### Register map, names as in the netlist, run 1

Other sequential cells in the stronger gray, the rest of the logic in the fainter gray.
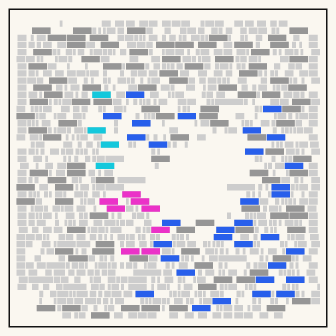
### Power grid, run 1

Pins as bars on the die edge. Tap cells in gray.
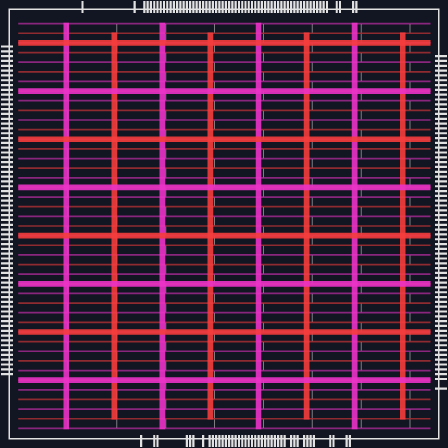
### Placed cells, one color a class, run 1

The bar under the picture is 20 um long.
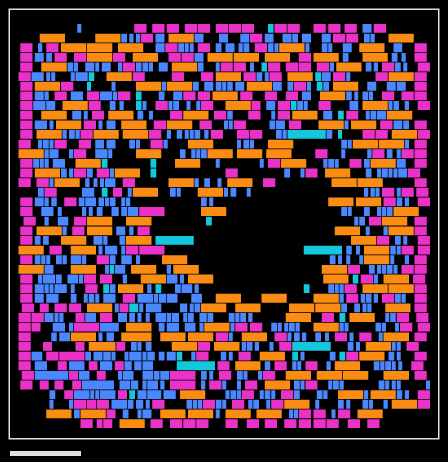
**src/rtl/lsu_pkg.sv**
```systemverilog
// Shared types and helpers for the load/store bus unit.
// RIB field widths are also used by the fetch bus master.
package lsu_pkg;

  localparam int RIB_ADDR_W = 32;
  localparam int RIB_DATA_W = 32;
  localparam int RIB_BE_W   = 4;

  localparam logic [1:0] SIZE_B = 2'b00;
  localparam logic [1:0] SIZE_H = 2'b01;
  localparam logic [1:0] SIZE_W = 2'b10;

  typedef enum logic [1:0] {
    IDLE,
    REQ,
    WAIT,
    DRAIN
  } lsu_state_e;

  function automatic logic misaligned(
    input logic [1:0] size,
    input logic [1:0] lo
  );
    logic m;
    case (size)
      SIZE_B:  m = 1'b0;
      SIZE_H:  m = lo[0];
      SIZE_W:  m = |lo;
      default: m = 1'b1;
    endcase
    return m;
  endfunction

  function automatic logic [RIB_BE_W-1:0] lsu_be(
    input logic [1:0] size,
    input logic [1:0] lo
  );
    logic [RIB_BE_W-1:0] be;
    case (size)
      SIZE_B:  be = 4'b0001 << lo;
      SIZE_H:  be = lo[1] ? 4'b1100 : 4'b0011;
      default: be = 4'b1111;
    endcase
    return be;
  endfunction

  function automatic logic [RIB_DATA_W-1:0] lsu_wdata(
    input logic [1:0]            size,
    input logic [RIB_DATA_W-1:0] wdata
  );
    logic [RIB_DATA_W-1:0] d;
    case (size)
      SIZE_B:  d = {4{wdata[7:0]}};
      SIZE_H:  d = {2{wdata[15:0]}};
      default: d = wdata;
    endcase
    return d;
  endfunction

endpackage

```
**src/rtl/lsu_timeout_cnt.sv**
```systemverilog
// Bus watchdog: cleared on state entry, counts while enabled.
// expired_o marks the LIMIT-th cycle spent in a bus-wait state.
module lsu_timeout_cnt #(
  parameter int LIMIT = 255
) (
  input  logic clk_i,
  input  logic rst_i,
  input  logic clr_i,
  input  logic en_i,
  output logic expired_o
);

  localparam int CW = $clog2(LIMIT + 1);

  logic [CW-1:0] cnt_q;

  // Cycle counter with synchronous clear.
  always_ff @(posedge clk_i) begin
    if (rst_i || clr_i) begin
      cnt_q <= '0;
    end else if (en_i) begin
      cnt_q <= cnt_q + 1'b1;
    end
  end

  assign expired_o = (cnt_q == CW'(LIMIT - 1));

endmodule

```
**src/rtl/lsu_bus_unit.sv**
```systemverilog
// Memory-access stage: drives the RIB data bus for one
// load/store at a time and stalls the pipeline until done.
module lsu_bus_unit
  import lsu_pkg::*;
#(
  parameter int ADDR_W  = RIB_ADDR_W,
  parameter int DATA_W  = RIB_DATA_W,
  parameter int TIMEOUT = 255
) (
  input  logic                clk_i,
  input  logic                rst_i,
  input  logic                flush_i,
  input  logic                mem_req_i,
  input  logic                mem_we_i,
  input  logic [1:0]          mem_size_i,
  input  logic [ADDR_W-1:0]   mem_addr_i,
  input  logic [DATA_W-1:0]   mem_wdata_i,
  output logic                rib_req_o,
  output logic                rib_we_o,
  output logic [ADDR_W-1:0]   rib_addr_o,
  output logic [RIB_BE_W-1:0] rib_be_o,
  output logic [DATA_W-1:0]   rib_wdata_o,
  input  logic                rib_gnt_i,
  input  logic                rib_rvalid_i,
  input  logic [DATA_W-1:0]   rib_rdata_i,
  output logic                stall_o,
  output logic                mem_rvalid_o,
  output logic [DATA_W-1:0]   mem_rdata_o,
  output logic [ADDR_W-1:0]   mem_raddr_o,
  output logic                misalign_o,
  output logic                bus_err_o
);

  lsu_state_e        state_q;
  logic [ADDR_W-1:0] addr_q;
  logic              mis;
  logic              cnt_clr;
  logic              cnt_en;
  logic              expired;

  assign mis = misaligned(mem_size_i, mem_addr_i[1:0]);

  // Counter restarts whenever a bus-wait state is (re)entered.
  assign cnt_clr = (state_q == IDLE)
                 | ((state_q == REQ) & rib_gnt_i)
                 | ((state_q == WAIT) & flush_i);
  assign cnt_en  = (state_q != IDLE);

  lsu_timeout_cnt #(
    .LIMIT (TIMEOUT)
  ) u_tmo (
    .clk_i     (clk_i),
    .rst_i     (rst_i),
    .clr_i     (cnt_clr),
    .en_i      (cnt_en),
    .expired_o (expired)
  );

  // Pipeline hold; released in the completion cycle.
  always_comb begin
    stall_o = 1'b0;
    case (state_q)
      IDLE:    stall_o = mem_req_i & ~flush_i & ~mis
                       & ~mem_rvalid_o;
      REQ:     stall_o = 1'b1;
      WAIT:    stall_o = 1'b1;
      DRAIN:   stall_o = mem_req_i;
      default: stall_o = 1'b0;
    endcase
  end

  // Bus handshake FSM with registered bus and result outputs.
  always_ff @(posedge clk_i) begin
    if (rst_i) begin
      state_q      <= IDLE;
      addr_q       <= '0;
      rib_req_o    <= 1'b0;
      rib_we_o     <= 1'b0;
      rib_addr_o   <= '0;
      rib_be_o     <= '0;
      rib_wdata_o  <= '0;
      mem_rvalid_o <= 1'b0;
      mem_rdata_o  <= '0;
      mem_raddr_o  <= '0;
      misalign_o   <= 1'b0;
      bus_err_o    <= 1'b0;
    end else begin
      mem_rvalid_o <= 1'b0;
      misalign_o   <= 1'b0;
      bus_err_o    <= 1'b0;
      case (state_q)
        IDLE: begin
          if (mem_req_i && !flush_i) begin
            if (mis) begin
              misalign_o <= 1'b1;
            end else begin
              state_q     <= REQ;
              rib_req_o   <= 1'b1;
              rib_we_o    <= mem_we_i;
              rib_addr_o  <= {mem_addr_i[ADDR_W-1:2], 2'b00};
              rib_be_o    <= lsu_be(mem_size_i, mem_addr_i[1:0]);
              rib_wdata_o <= lsu_wdata(mem_size_i, mem_wdata_i);
              addr_q      <= mem_addr_i;
            end
          end
        end
        REQ: begin
          if (rib_gnt_i) begin
            rib_req_o <= 1'b0;
            if (rib_rvalid_i) begin
              // A squashed access still consumes its response.
              state_q <= IDLE;
              if (!flush_i) begin
                mem_rvalid_o <= 1'b1;
                mem_rdata_o  <= rib_we_o ? '0 : rib_rdata_i;
                mem_raddr_o  <= addr_q;
              end
            end else begin
              state_q <= flush_i ? DRAIN : WAIT;
            end
          end else if (flush_i) begin
            rib_req_o <= 1'b0;
            state_q   <= IDLE;
          end else if (expired) begin
            rib_req_o <= 1'b0;
            bus_err_o <= 1'b1;
            state_q   <= IDLE;
          end
        end
        WAIT: begin
          if (rib_rvalid_i) begin
            state_q <= IDLE;
            if (!flush_i) begin
              mem_rvalid_o <= 1'b1;
              mem_rdata_o  <= rib_we_o ? '0 : rib_rdata_i;
              mem_raddr_o  <= addr_q;
            end
          end else if (flush_i) begin
            state_q <= DRAIN;
          end else if (expired) begin
            bus_err_o <= 1'b1;
            state_q   <= IDLE;
          end
        end
        DRAIN: begin
          if (rib_rvalid_i || expired) begin
            state_q <= IDLE;
          end
        end
        default: state_q <= IDLE;
      endcase
    end
  end

endmodule
```
**config.mk**
```make
export PLATFORM = sky130hd
export DESIGN_NAME = lsu_bus_unit
export DESIGN_NICKNAME = d
export VERILOG_FILES = /design/src/rtl/lsu_pkg.sv /design/src/rtl/lsu_timeout_cnt.sv /design/src/rtl/lsu_bus_unit.sv
export SDC_FILE = /design/constraint.sdc
export NUM_CORES = 1
export LEC_CHECK = 0
export CAP_MARGIN = 20
export CORE_MARGIN = 2
export CORE_UTILIZATION = 45
export CTS_BUF_LIST = sky130_fd_sc_hd__clkbuf_2
export DETAILED_ROUTE_END_ITERATION = 8
export PLACE_DENSITY = 0.82
export SLEW_MARGIN = 20
export SYNTH_ARGS = -nofsm -noshare
export SYNTH_HDL_FRONTEND = slang
export SYNTH_SLANG_ARGS = --single-unit
```
**constraint.sdc**
```tcl
create_clock -name clk_i -period 2.5 [get_ports clk_i]
set_clock_uncertainty 0.1 [all_clocks]
set_input_delay 0.5 -clock clk_i [delete_from_list [all_inputs] [get_ports clk_i]]
set_output_delay 0.5 -clock clk_i [all_outputs]
set_load 0.01 [all_outputs]
```
==> impl_metrics.toml, run 1 <==
# yosys + openroad results
[outcome]
status = "finished clean"

[final_timing]
holdWs_ps = 118.5
relSlewSlack = 0.5947
finalCritPeriodShare = 0.9451
max_freq_mhz = 423.2
setup_tns_ps = 0
setup_ws_ps = 137.2
slew_viol_final = 0
worst_slew_pin_slew_ps = 608.0
final_hold_viol_count = 0
rsz0062_at_grt = "true"
setup_viol = 0

[final_layout]
mi_logic_area_um2 = 2654
comb_area_frac = 0.3011
finish.utilization = 0.6630
multi_input_comb_cells = 502
lay_top_count = "clkdlybuf4s50_1"
register_area_um2 = 2948
seq_cells = 147
largest_class = "sequential cells"
drive_gt1_frac = 0.07732
antenna_cells = 0
fillers = 1159
n_all_buffers = 267
syn_to_final_growth_pct = 43.57
buf_share = 0.3032
num-nonclk-inverters = 9
stdcell_count = 1133
clockNetworkAreaShare = 0.03222

[placed_design]
dp_cells = 1096
gp_congestion = 0.7892
io_buffers = 240
placed_area_um2 = 8466
pre_cts_slack_ps = -288.1
hpwl_mm = 11.70

[route]
wl_met1_mm = 7.067
drtAntennaViolNets = 0
viasPerCell = 5.130
first_pass_iters = 4
drcViolationCount = 0
routed_wl_mm = 17.13
vias = 5812
routed.top_layer = "met4"
drtIter0Drc = 399
wl_met3_mm = 1.360
dr_wl_met2_mm = 8.262
avgRoutedWirePerCell_um = 15.12

[synth]
ys_cells = 743
mux_share = 0.02792
yosys_warnings = 0
synth.cell_area_um2 = 6140
fa_ha_area_frac = 0.01223
syn_avg_cell_area_um2 = 8.263
yosys-stat-area_um2 = 6140
async_flop_share = 0
synthFlopType = "dfxtp_1"
synthTopLogicFamily = "simple AND/OR/NAND/NOR gates"
aoi_share = 0.1677
synth_cells = 743
synth_cell_types = 49
synth_flops = 147
simple_gate_share = 0.2097
ys_sh_xor = 0.007133

[pwr]
p_per_area_nw_per_um2 = 544.7
total_power_w = 0.004801

[floorplan]
die_area_um2 = 14590
tapCellCount = 176
io_pins = 243
core_util_floorplan = 0.4618

[global_route]
use_met2 = 0.3768
grt.overflow.total = 0
grt_util_all_layers = 0.2319
antenna_found_initial = 0
grt_use_met1 = 0.2752
grtUsageMet3 = 0.08585
grt_pass1_wl_mm = 26.75
grt_max_degree = 65
grt_pass1_vias = 5311

[job]
warning_count = 31

[clock_network]
numCtsBuffers = 17
cts.sinks = 147
h-tree-depth = 4
cts_root_buf = "clkbuf_2"
cts_tree = "done"
insertion_delay_ps = 710
max-clock-path-buffers = 2

[worst_setup_path]
cp-endpoint = "stall_o"
start_kind = "flop"
cp-end-kind = "output port"
critical_path_class = "flop to output port"
worstReg2RegStart = "state_q[1]"
reg2reg_depth = 9
required_ps = 1900
r2r_slack_ps = 220
arrival_ps = 1760
r2r-end = "mem_rdata_o[4]"
crit_path_start = "state_q[0]"

[min_path]
min-delay-start = "rst_i"
min_to = "rib_wdata_o[27]"
hold_depth = 2
About 'Register map, names as in the netlist':
`rib_be_o`: shown in cyan, placed flops 4. `u_tmo.cnt_q`: shown in magenta, placed flops 8. `addr_q`: shown in blue, placed flops 32.

About 'Power grid':
VSS: shown in magenta. VDD: shown in red.
8 straps on met5. 8 straps on met4. 243 signal pins sit on the boundary.
worst vdd ir: 247.2 uV
CORE AREA: 13300 um^2
Die W: 120.8 um
Die Y: 120.8 um

About 'Placed cells, one color a class':
remaining logic cells: shown in blue, cells 511, share of their area 31%. registers: shown in orange, cells 147, share of their area 34%. remaining buffers and delay cells: shown in magenta, cells 267, share of their area 31%. clock drivers and dummy loads: shown in cyan, cells 32, share of their area 3.3%.
Rows: 42
design area: 8815 um^2

run 1: synthesized netlist by cell type (all sizes together), types with 4 or more instances:
library cell	instances	area, um^2
ha	6	75.07
o21ai	16	80.08
nor3	5	30.03
nand2	208	780.8
a21oi	118	594.3
clkbuf	22	83.83
a211oi	12	90.09
a311oi	10	87.58
nand3b	32	240.2
mux2i	16	160.2
buf	64	467.9
nor2	34	130.1
dfxtp	147	2943
nand3	4	25.02
inv	8	30.03
o211ai	8	60.06
run 1: kinds of logic (layout without fill, tap and decap cells):
| group | count (synthesis) | count (layout) |
|---|---|---|
| xor gates and xnor gates | 5 | 5 |
| AOI/OAI and AO/OA | 177 | 177 |
| adders and majority gates | 6 | 6 |
| DFF | 147 | 147 |
| buffers and inverters | 95 | 308 |
| and+or+nand+nor | 295 | 295 |
| muxes | 17 | 17 |
| other | 1 | 2 |
run 1: sequential cells by signal, indices dropped and copies added (netlist names):
| register | flops |
|---|---|
| mem_rvalid_o | 1 |
| rib_be_o | 4 |
| addr_q | 32 |
| rib_wdata_o | 32 |
| rib_we_o | 1 |
| mem_rdata_o | 32 |
| misalign_o | 1 |
| bus_err_o | 1 |
| mem_raddr_o | 32 |
| state_q | 2 |
| u_tmo.cnt_q | 8 |
| rib_req_o | 1 |
run 1: worst max-delay path, cell delays in order (launching register included):
cell	delay, ps
dfxtp_4	410
inv_4	60
ha_4	150
o2111ai_4	110
o22ai_2	160
buf_2	160
run 1: repair_timing:
action                     CTS  global route
pin swaps                    2             3
setup endpoints to repair    1             1
resized                     10             5
setup buffers                4             1
run 1: report_power, final:
group	internal, W	switching (W)	leakage [nW]
Sequential	0.00242	0.0000453	1.19
Clock	0.000749	0.000826	0.170
Combinational	0.000405	0.000357	1.64
Total	0.00357	0.00123	3.00
## Run 2: what changed since run 1
clock period = 2.3 ns   (was 2.5 ns; I/O delays follow)
### Power grid, run 2

Pins as bars on the die edge. Tap cells in gray.
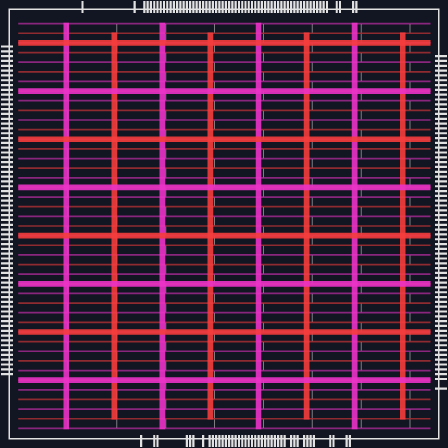
VDD: shown in red. VSS: shown in magenta.
43 met1 rails follow the rows. The core has 42 rows. 176 tap cells. 8 straps on met4.
worst vdd ir: 342.2 uV

==> run 2 against run 1 <==
Against the previous run: the run now ends with setup timing left; hold slack gained 64 ps; design area is 3.1% higher; first-iteration DRC count decreased by 21%; largest power group unchanged; global-route usage is 0.83 points higher; highest routed layer unchanged; combinational power increased by 12%; non-clock buffer count up 13; count of clock-buffer cells in the layout up 2; routed wire length grew 7.0%.
==> impl_metrics.toml, run 2 <==
# yosys + openroad results
[clock_network]
numCtsBuffers = 17
cts_root_buf = "clkbuf_2"
h-tree-depth = 4
cts.sinks = 147
max-clock-path-buffers = 2
insertion_delay_ps = 700
cts_tree = "done"
cts_resized = 24

[synth]
syn_avg_cell_area_um2 = 8.263
ys_sh_xor = 0.007133
synth_cell_types = 49
yosys_warnings = 0
yosys.area.top_type_share = 0.4793
synth_flops = 147
most_common_cell = "nand2_1"
common_cells = "nand2_1 (208), dfxtp_1 (147), a21oi_1 (117), buf_4 (37), nor2_1 (33)"
synth.cell_area_um2 = 6140
ys_cells = 743
simple_gate_share = 0.2097
largest_area_cell = "dfxtp_1"
mux_share = 0.02792

[route]
drcViolationCount = 0
avgRoutedWirePerCell_um = 15.99
drtIter0Drc = 317
routed_wl_mm = 18.33
viasPerCell = 5.206

[final_timing]
relSlewSlack = 0.5887
setup_viol = 1
finalCritPeriodShare = 1.008
final_hold_viol_count = 0
holdWs_ps = 182.8
max_freq_mhz = 431.2
worst_slew_pin_slew_ps = 617.0
setup_tns_ps = -19.14
setup_ws_ps = -19.14

[placed_design]
gp_congestion = 0.7927
io_buffers = 240
placed_area_um2 = 8551
dp_cells = 1104

[final_layout]
lay_top_count = "nand2_1"
drive_gt1_frac = 0.1474
finish.utilization = 0.6836
stdcell_area_um2 = 9089
syn_to_final_growth_pct = 48.03

[floorplan]
chipHeight_um = 120.8
core_um2 = 13300

[outcome]
violations = "setup timing"
status = "finished with violations"

[global_route]
grt_max_degree = 65
grt_pass1_vias = 5640
grt_util_all_layers = 0.2402
antenna_found_initial = 0

[worst_setup_path]
critical_path.cell_chain = "inv_4 > ha_4 > o2111ai_4 > o22ai_1 > buf_2"
critPathSlowestCell = "dfxtp_4"
critical_path_class = "flop to output port"
arrival_ps = 1760
required_ps = 1740
crit_buf_inv = 2

[pwr]
total_power_w = 0.004927

[job]
warning_count = 32
-- run 2: netlist changes by cell type in the layout (fill, tap and decap cells not counted), moves of 3 or more --
cell	before	now
clkdlybuf4s50_1	238	179
dfxtp_1	145	89
dfxtp_2	1	57
dlymetal6s2s_1	0	50
dlygate4sd2_1	0	9
buf_4	22	30
bufinv_16	5	2
-- run 2: kinds of logic (layout without fill, tap and decap cells) --
family	count (synthesis)	count (layout)
muxes	17	17
and+or+nand+nor	295	295
adders and majority gates	6	6
DFF	147	147
xor gates and xnor gates	5	5
buffers and inverters	95	321
AOI/OAI and AO/OA	177	177
other	1	2
-- run 2: layout make-up --
type	instances	area [um^2]
fillers	1062	4207
repair buffers	280	2933
inverters	9	36.28
multi-input cells	502	2664
clock inverters	11	112.6
clock buffers	21	105.1
well taps	176	220.2
flip-flops and latches	147	3018
-- run 2: per-layer routing --
metal  track usage  vias to the layer above  routed length [um]
met5             0                        -                   0
met1        0.2684                     2774                7079
met4       0.09520                        0                 470
li1              -                     2895                   -
met3       0.09434                       41                1682
met2        0.4093                      256                9096
-- run 2: final timing paths --
kind                                      start              end  slack, ps
worst max-delay path                 state_q[1]          stall_o        -20
worst min-delay path             mem_addr_i[28]       addr_q[28]        180
worst max register to register       state_q[1]   mem_rdata_o[3]        100
worst min register to register  mem_rdata_o[27]  mem_rdata_o[27]        360
-- run 2: report_power, final --
group / switching (W) / internal [W] / leakage [nW]
combinational: 0.000401 / 0.000448 / 2.66
sequential: 0.0000451 / 0.00263 / 1.22
clock: 0.000895 / 0.000504 / 0.143
total: 0.00134 / 0.00359 / 4.02
-- run 2: tightest hold or removal path: cells and delay by family --
kind                   cells  cell delay [ps]
buffers and inverters      1              400
and+or+nand+nor            1               60
AOI/OAI and AO/OA          1               50
## Run 3: what changed since run 2
SLEW_MARGIN = default   (was 20)
### Power grid, run 3

Pins as bars on the die edge. Tap cells in gray.
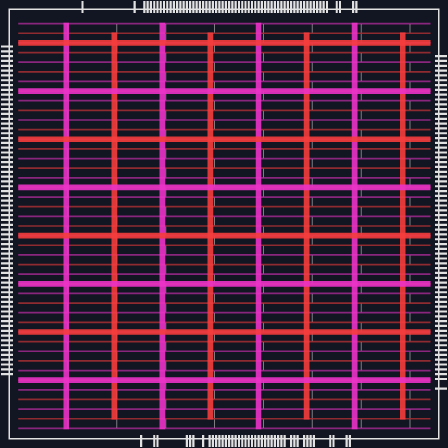
VSS: shown in magenta. VDD: shown in red.
8 straps on met5. 243 signal pins sit on the boundary. The core has 42 rows. 43 met1 rails follow the rows. 8 straps on met4.

==> run 3 against run 2 <==
Against the previous run: the flow still finishes with violations (setup timing); die size did not move; routed wire length is the same; power unchanged; worst setup slack unchanged; count of clock-buffer cells in the layout is the same; cell count did not move; register-to-register slack barely moved; hold slack did not move; utilization unchanged; first-iteration DRC count did not move; flip-flop count is the same; critical path type unchanged; combinational power about the same.
==> impl_metrics.toml, run 3 <==
# yosys + openroad results
[synth]
yosys_warnings = 0
synthTopLogicFamily = "simple AND/OR/NAND/NOR gates"
mux_share = 0.02792
largest_area_cell = "dfxtp_1"
yosys-stat-area_um2 = 6140
synth_cells = 743
synth_flops = 147
async_flop_share = 0
synth_cell_types = 49
ys_cells = 743
simple_gate_share = 0.2097
synth.cell_area_um2 = 6140

[pwr]
power-top-group = "sequential cells"
p_sw_w = 0.001341
pwr-share-seq = 0.544
clockPowerShare = 0.284
power_frac_comb = 0.172
p_per_area_nw_per_um2 = 542.1
powerClk_w = 0.00140
internal_power_w = 0.003585

[global_route]
grt_max_degree = 65
use_met2 = 0.4093
grt_util_all_layers = 0.2402
grt.busiest_layer = "met2"
grt_use_met1 = 0.2684
grt.overflow.total = 0
grt_pass1_wl_mm = 27.71

[final_layout]
fillers = 1062
drive_gt1_frac = 0.1474
stdcell_area_um2 = 9089
finish.utilization = 0.6836
register_area_um2 = 3018
lay_top_count = "nand2_1"
mi_logic_area_um2 = 2664

[min_path]
hold_depth = 3

[clock_network]
insertion_delay_ps = 700
cts_root_buf = "clkbuf_2"
cts_tree = "done"
h-tree-depth = 4

[final_timing]
slew_viol_final = 0
setup_viol = 1
relSlewSlack = 0.5887
finalCritPeriodShare = 1.008
final_hold_viol_count = 0
setup_ws_ps = -19.14
rsz0062_at_grt = "true"
max_freq_mhz = 431.2
worst_slew_pin_slew_ps = 617.0

[route]
drtIter0Drc = 317
dr_wl_met2_mm = 9.096
drcViolationCount = 0
wl_met3_mm = 1.682
routed_wl_mm = 18.33

[floorplan]
rows = 42
die_w_um = 120.8
chipHeight_um = 120.8
io_pins = 243

[job]
warning_count = 32

[placed_design]
io_buffers = 240

[outcome]
violations = "setup timing"
status = "finished with violations"

[worst_setup_path]
critical_path_class = "flop to output port"
arrival_ps = 1760
r2r_slack_ps = 100
crit_path_start = "state_q[1]"
start_kind = "flop"
## run 3: final cells by class
cell class,instances,area share
Sequential cell,147,0.3320
Inverter,9,0.003992
Timing Repair Buffer,280,0.3227
Multi-Input combinational cell,502,0.2931
Tap cell,176,0.02423
Clock buffer,21,0.01156
Clock inverter,11,0.01239
## run 3: cells by family (layout without fill, tap and decap cells)
group                    count (synthesis)  after routing
AND/OR/NAND/NOR                        295            295
XOR/XNOR                                 5              5
flip-flops                             147            147
AND-OR/OR-AND                          177            177
other                                    1              2
multiplexers                            17             17
buffers and inverters                   95            321
adder cells (fa/ha/maj)                  6              6
## run 3: how the worst max path moves through the flow
stage / end / slack (ps)
after floorplan: stall_o / 270
after global placement: stall_o / -380
after detailed placement: stall_o / -410
after CTS: stall_o / -80
after global routing: stall_o / -140
final: stall_o / -20
## run 3: stage by stage
| stage | TNS (ps) | power (W) | setup slack (ps) |
|---|---|---|---|
| floorplan | 0 | 0.003109 | 273.9 |
| global placement | -1405 | 0.003536 | -376.9 |
| detailed placement | -4608 | 0.003546 | -407.3 |
| CTS | -83.83 | 0.004947 | -83.83 |
| global route | -175.8 | 0.005150 | -143.3 |
| finish | -19.14 | 0.004927 | -19.14 |
## run 3: timing repair
| action | in CTS | in global routing |
|---|---|---|
| gates cloned | 0 | 1 |
| setup endpoints to repair | 12 | 93 |
| hold buffers | 1 | 0 |
| endpoints found under the hold margin | 9 | 0 |
| pin swaps | 3 | 4 |
| resized | 24 | 109 |
| setup buffers | 5 | 3 |
## run 3: critical path: stages (launching register included)
cell,delay [ps]
dfxtp_4,410
inv_4,60
ha_4,150
o2111ai_4,100
o22ai_1,170
buf_2,160
Power figures rest on the tool's default switching activity, not on a simulated workload.
